--- src/rtl/debouncer_multi.sv ---
// N-channel button debouncer: per-channel synchroniser, stability filter,
// registered press/release pulses and optional auto-repeat while held.
module debouncer_multi #(
  parameter int unsigned N_CH         = 4,
  parameter int unsigned CNT_W        = 16,
  parameter int unsigned DEBOUNCE_CNT = 65535,
  parameter int unsigned SYNC_STAGES  = 2,
  parameter int unsigned REPEAT_EN    = 0,
  parameter int unsigned RPT_W        = 24,
  parameter int unsigned REPEAT_DELAY = 1000,
  parameter int unsigned REPEAT_RATE  = 250
) (
  input  logic            clk,
  input  logic            reset,
  input  logic [N_CH-1:0] btn_in,
  output logic [N_CH-1:0] btn_state,
  output logic [N_CH-1:0] btn_pressed,
  output logic [N_CH-1:0] btn_released,
  output logic [N_CH-1:0] btn_repeat
);

  localparam logic [CNT_W-1:0] DB_LAST = CNT_W'(DEBOUNCE_CNT - 1);

  logic [N_CH-1:0]  sync_q [SYNC_STAGES];
  logic [N_CH-1:0]  sync_d [SYNC_STAGES];
  logic [CNT_W-1:0] cnt_q  [N_CH];
  logic [CNT_W-1:0] cnt_d  [N_CH];
  logic [N_CH-1:0]  state_q, state_d;
  logic [N_CH-1:0]  pressed_q, pressed_d;
  logic [N_CH-1:0]  released_q, released_d;
  logic [N_CH-1:0]  s;

  always_comb begin
    sync_d[0] = btn_in;
    for (int unsigned st = 1; st < SYNC_STAGES; st++) begin
      sync_d[st] = sync_q[st-1];
    end
  end

  assign s = sync_q[SYNC_STAGES-1];

  // Any sample equal to the current level restarts the count; no partial credit.
  always_comb begin
    state_d = state_q;
    for (int unsigned i = 0; i < N_CH; i++) begin
      cnt_d[i] = '0;
      if (s[i] != state_q[i]) begin
        if (cnt_q[i] == DB_LAST) begin
          state_d[i] = s[i];
        end else begin
          cnt_d[i] = cnt_q[i] + 1'b1;
        end
      end
    end
    pressed_d  = state_d & ~state_q;
    released_d = ~state_d & state_q;
  end

  always_ff @(posedge clk or negedge reset) begin
    if (!reset) begin
      for (int unsigned st = 0; st < SYNC_STAGES; st++) begin
        sync_q[st] <= '0;
      end
      for (int unsigned i = 0; i < N_CH; i++) begin
        cnt_q[i] <= '0;
      end
      state_q    <= '0;
      pressed_q  <= '0;
      released_q <= '0;
    end else begin
      for (int unsigned st = 0; st < SYNC_STAGES; st++) begin
        sync_q[st] <= sync_d[st];
      end
      for (int unsigned i = 0; i < N_CH; i++) begin
        cnt_q[i] <= cnt_d[i];
      end
      state_q    <= state_d;
      pressed_q  <= pressed_d;
      released_q <= released_d;
    end
  end

  assign btn_state    = state_q;
  assign btn_pressed  = pressed_q;
  assign btn_released = released_q;

  if (REPEAT_EN != 0) begin : g_repeat
    typedef enum logic [1:0] {
      RPT_IDLE,
      RPT_DELAY,
      RPT_REPEAT
    } rpt_state_e;

    localparam logic [RPT_W-1:0] RD_LAST = RPT_W'(REPEAT_DELAY - 1);
    localparam logic [RPT_W-1:0] RR_LAST = RPT_W'(REPEAT_RATE - 1);

    rpt_state_e       rpt_q  [N_CH];
    rpt_state_e       rpt_d  [N_CH];
    logic [RPT_W-1:0] hold_q [N_CH];
    logic [RPT_W-1:0] hold_d [N_CH];
    logic [N_CH-1:0]  repeat_q, repeat_d;

    // Keyed on next-cycle level so the FSM is already idle in the release cycle.
    always_comb begin
      repeat_d = '0;
      for (int unsigned i = 0; i < N_CH; i++) begin
        rpt_d[i]  = rpt_q[i];
        hold_d[i] = hold_q[i];
        if (!state_d[i]) begin
          rpt_d[i]  = RPT_IDLE;
          hold_d[i] = '0;
        end else begin
          case (rpt_q[i])
            RPT_IDLE: begin
              if (pressed_d[i]) begin
                rpt_d[i]  = RPT_DELAY;
                hold_d[i] = '0;
              end
            end
            RPT_DELAY: begin
              if (hold_q[i] == RD_LAST) begin
                repeat_d[i] = 1'b1;
                hold_d[i]   = '0;
                rpt_d[i]    = RPT_REPEAT;
              end else if (hold_q[i] != '1) begin
                hold_d[i] = hold_q[i] + 1'b1;
              end
            end
            RPT_REPEAT: begin
              if (hold_q[i] == RR_LAST) begin
                repeat_d[i] = 1'b1;
                hold_d[i]   = '0;
              end else if (hold_q[i] != '1) begin
                hold_d[i] = hold_q[i] + 1'b1;
              end
            end
            default: begin
              rpt_d[i]  = RPT_IDLE;
              hold_d[i] = '0;
            end
          endcase
        end
      end
    end

    always_ff @(posedge clk or negedge reset) begin
      if (!reset) begin
        for (int unsigned i = 0; i < N_CH; i++) begin
          rpt_q[i]  <= RPT_IDLE;
          hold_q[i] <= '0;
        end
        repeat_q <= '0;
      end else begin
        for (int unsigned i = 0; i < N_CH; i++) begin
          rpt_q[i]  <= rpt_d[i];
          hold_q[i] <= hold_d[i];
        end
        repeat_q <= repeat_d;
      end
    end

    assign btn_repeat = repeat_q;
  end else begin : g_no_repeat
    assign btn_repeat = '0;
  end

endmodule

--- config.mk ---
export PLATFORM = sky130hd
export DESIGN_NAME = debouncer_multi
export DESIGN_NICKNAME = d
export VERILOG_FILES = /design/src/rtl/debouncer_multi.sv
export SDC_FILE = /design/constraint.sdc
export NUM_CORES = 1
export LEC_CHECK = 0
export CORE_ASPECT_RATIO = 2
export CORE_UTILIZATION = 30
export DETAILED_ROUTE_END_ITERATION = 8
export GPL_ROUTABILITY_DRIVEN = 0
export HOLD_SLACK_MARGIN = 0.1
export RECOVER_POWER = 25
export SYNTH_ARGS = -nofsm -noshare
export SYNTH_HDL_FRONTEND = slang
export SYNTH_SLANG_ARGS = --single-unit
--- constraint.sdc ---
create_clock -name clk -period 4.5 [get_ports clk]
set_clock_uncertainty 0.1 [all_clocks]
set_input_delay 0.9 -clock clk [delete_from_list [all_inputs] [get_ports clk]]
set_output_delay 0.9 -clock clk [all_outputs]
set_load 0.005 [all_outputs]
==> images/gates.png <==
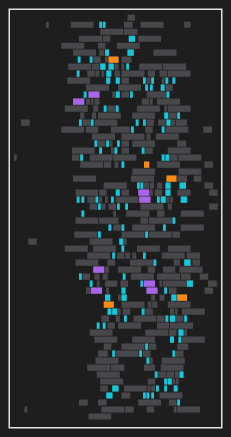
legend:
  purple:
    family: fa/ha/maj cells
    cells: 8
  orange:
    family: and/or cells
    cells: 5
  cyan:
    family: nor cells
    cells: 115
logic share of the area: 0.369
most frequent logic cell in the layout: dfrtp_1
Cell Count, Final, Fillers Out: 531

==> impl_metrics.csv <==
group,metric,value,unit
worst_setup_path,crit_fanout,5,
placement,dpl.hpwl,4710,um
floorplan,fp.dieW,82.1,um
clock_tree,cts_hold_buf,0,
synthesis,ys_chip_area,3850,um^2
clock_tree,cts_buffers,9,
routing,drt_wl_total,6750,um
timing,slew_violations,0,
timing,fin_setup_tns,0,ns
clock_tree,cts_tree,"yes",
clock_tree,postCtsSetupBuffers,0,
worst_setup_path,slowest_delay,0.53,ns
clock_tree,cts.sinks,84,
final_layout,layout.nets,391,
routing,via_per_inst,4.68,
synthesis,most_common_cell,"dfrtp_1",
timing,slew_headroom,0.544,
floorplan,die_h,162,um
synthesis,synthArstFlopShare,1.00,
synthesis,ys_types,21,
placement,dpl_worst_slack,2.50,ns
worst_setup_path,cp-start-kind,"register",
synthesis,syn_area_per_cell,10.9,um^2
timing,fin_crit_sh,0.506,
routing,wl_per_cell,12.7,um
synthesis,top_cell_area_share,0.547,
synthesis,ys_cells,353,
timing,rsz0062_at_grt,"false",
run_status,status,"finished, final reports clean",
routing,antenna_left,0,
power_and_ir_drop,power_density,347,nW/um^2
routing,dr_wl_met3,162,um
routing,dr.pass1.iters,5,
clock_tree,h-tree-depth,3,
synthesis,syn_area,3850,um^2
clock_tree,clock_latency,0.34,ns
power_and_ir_drop,leakage,1.84,nW
clock_tree,ctsResizeCount,0,
synthesis,synth-edff-count,0,
clock_tree,cts_buffer_depth,2,
final_layout,drive_above_1_share,0.0892,
power_and_ir_drop,peakVddDrop,0.000208,V
routing,wl_met1,2770,um
global_routing,antenna_found_initial,0,
routing,num_vias,2487,
flow_run,max_cap_violations,0,
==> images/ff_map.png <==
Scale bar: 20 um.
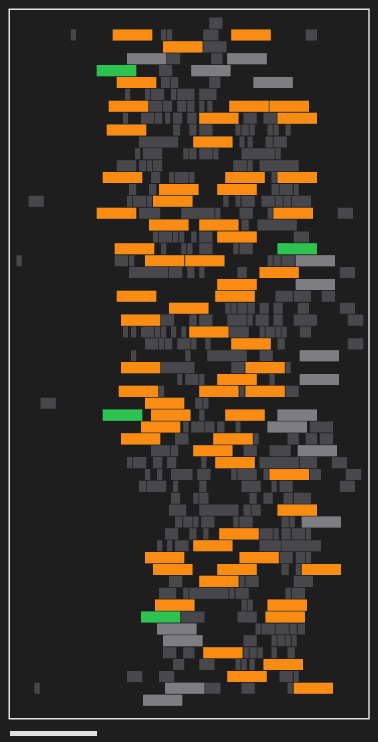
legend:
  orange:
    signal: cnt_q
    placed_flops: 64
  green:
    signal: sync_d
    placed_flops: 4
not colored: 16

per-layer routing:
layer,global-route usage,vias up
met2,0.206,34
met1,0.131,1226
met3,0.0315,11
met5,0,-
met4,0.0614,0
li1,-,1216
kinds of logic after synthesis:
kind of cell / Yosys count / synth area share
xor gates and xnor gates: 60 / 0.137
adders and majority gates: 8 / 0.0260
buffers and inverters: 20 / 0.0312
DFF: 84 / 0.547
muxes: 4 / 0.0156
other: 1 / 0.000975
and+or+nand+nor: 176 / 0.243
sequential cells by signal (all words and copies together), names as in the netlist:
signal        flops
cnt_q            64
sync_d            4
btn_state         4
s                 4
btn_released      4
btn_pressed       4
layout by cell type (no fill, tap or decap), drive strengths merged:
| cell | instances |
|---|---|
| xnor2 | 51 |
| buf | 2 |
| nand3 | 20 |
| dlygate4sd3 | 4 |
| clkinv | 1 |
| mux2 | 4 |
| xor2 | 9 |
| inv | 12 |
| clkbuf | 14 |
| and3 | 1 |
| nand4 | 17 |
| nand2 | 19 |
| nor2 | 79 |
| conb | 4 |
| clkdlybuf4s50 | 12 |
| nor4 | 12 |
| or4 | 4 |
| dfrtp | 84 |
| ha | 8 |
| nor3 | 16 |
| nor3b | 8 |
final cells by class:
cell class	instances	area, um^2	share of cell area
clock buffers	14	284	0.0641
clock inverters	1	5.00	0.00113
inverters	12	45.0	0.0102
multi-input cells	252	1640	0.369
flip-flops and latches	84	2100	0.474
well taps	150	188	0.0423
repair buffers	18	175	0.0395
final timing paths:
kind / startpoint / end / slack (ns) / cells past startpoint
max in group asynchronous: reset / cnt_q[57]$_DFF_PN0_ / 2.94 / 2
worst min register to register: sync_d[3]$_DFF_PN0_ / s[3]$_DFF_PN0_ / 0.25 / 0
worst min-delay path: sync_d[3]$_DFF_PN0_ / s[3]$_DFF_PN0_ / 0.25 / 0
worst max register to register: cnt_q[32]$_DFF_PN0_ / btn_state[1]$_DFF_PN0_ / 2.66 / 5
min in group asynchronous: reset / cnt_q[22]$_DFF_PN0_ / 0.50 / 1
worst max-delay path: btn_state[1]$_DFF_PN0_ / btn_state[1] / 2.22 / 1
report_power, final:
part | switching (mW) | total, mW | internal, mW | leakage [nW]
logic | 0.0333 | 0.0480 | 0.0147 | 0.547
registers | 0.0136 | 0.782 | 0.768 | 1.15
clock network | 0.277 | 0.707 | 0.430 | 0.145
total | 0.324 | 1.54 | 1.21 | 1.84
per-stage QoR:
step                utilization  total power [mW]  area (um^2)  instances
CTS                       0.353              1.56         4430        531
global placement          0.330             0.844         4150        516
finish                    0.353              1.54         4430        531
detailed placement        0.330             0.846         4150        516
floorplan                     -             0.823         3860        356
global route              0.353              1.60         4430        531
Power figures rest on the tool's default switching activity, not on a simulated workload.
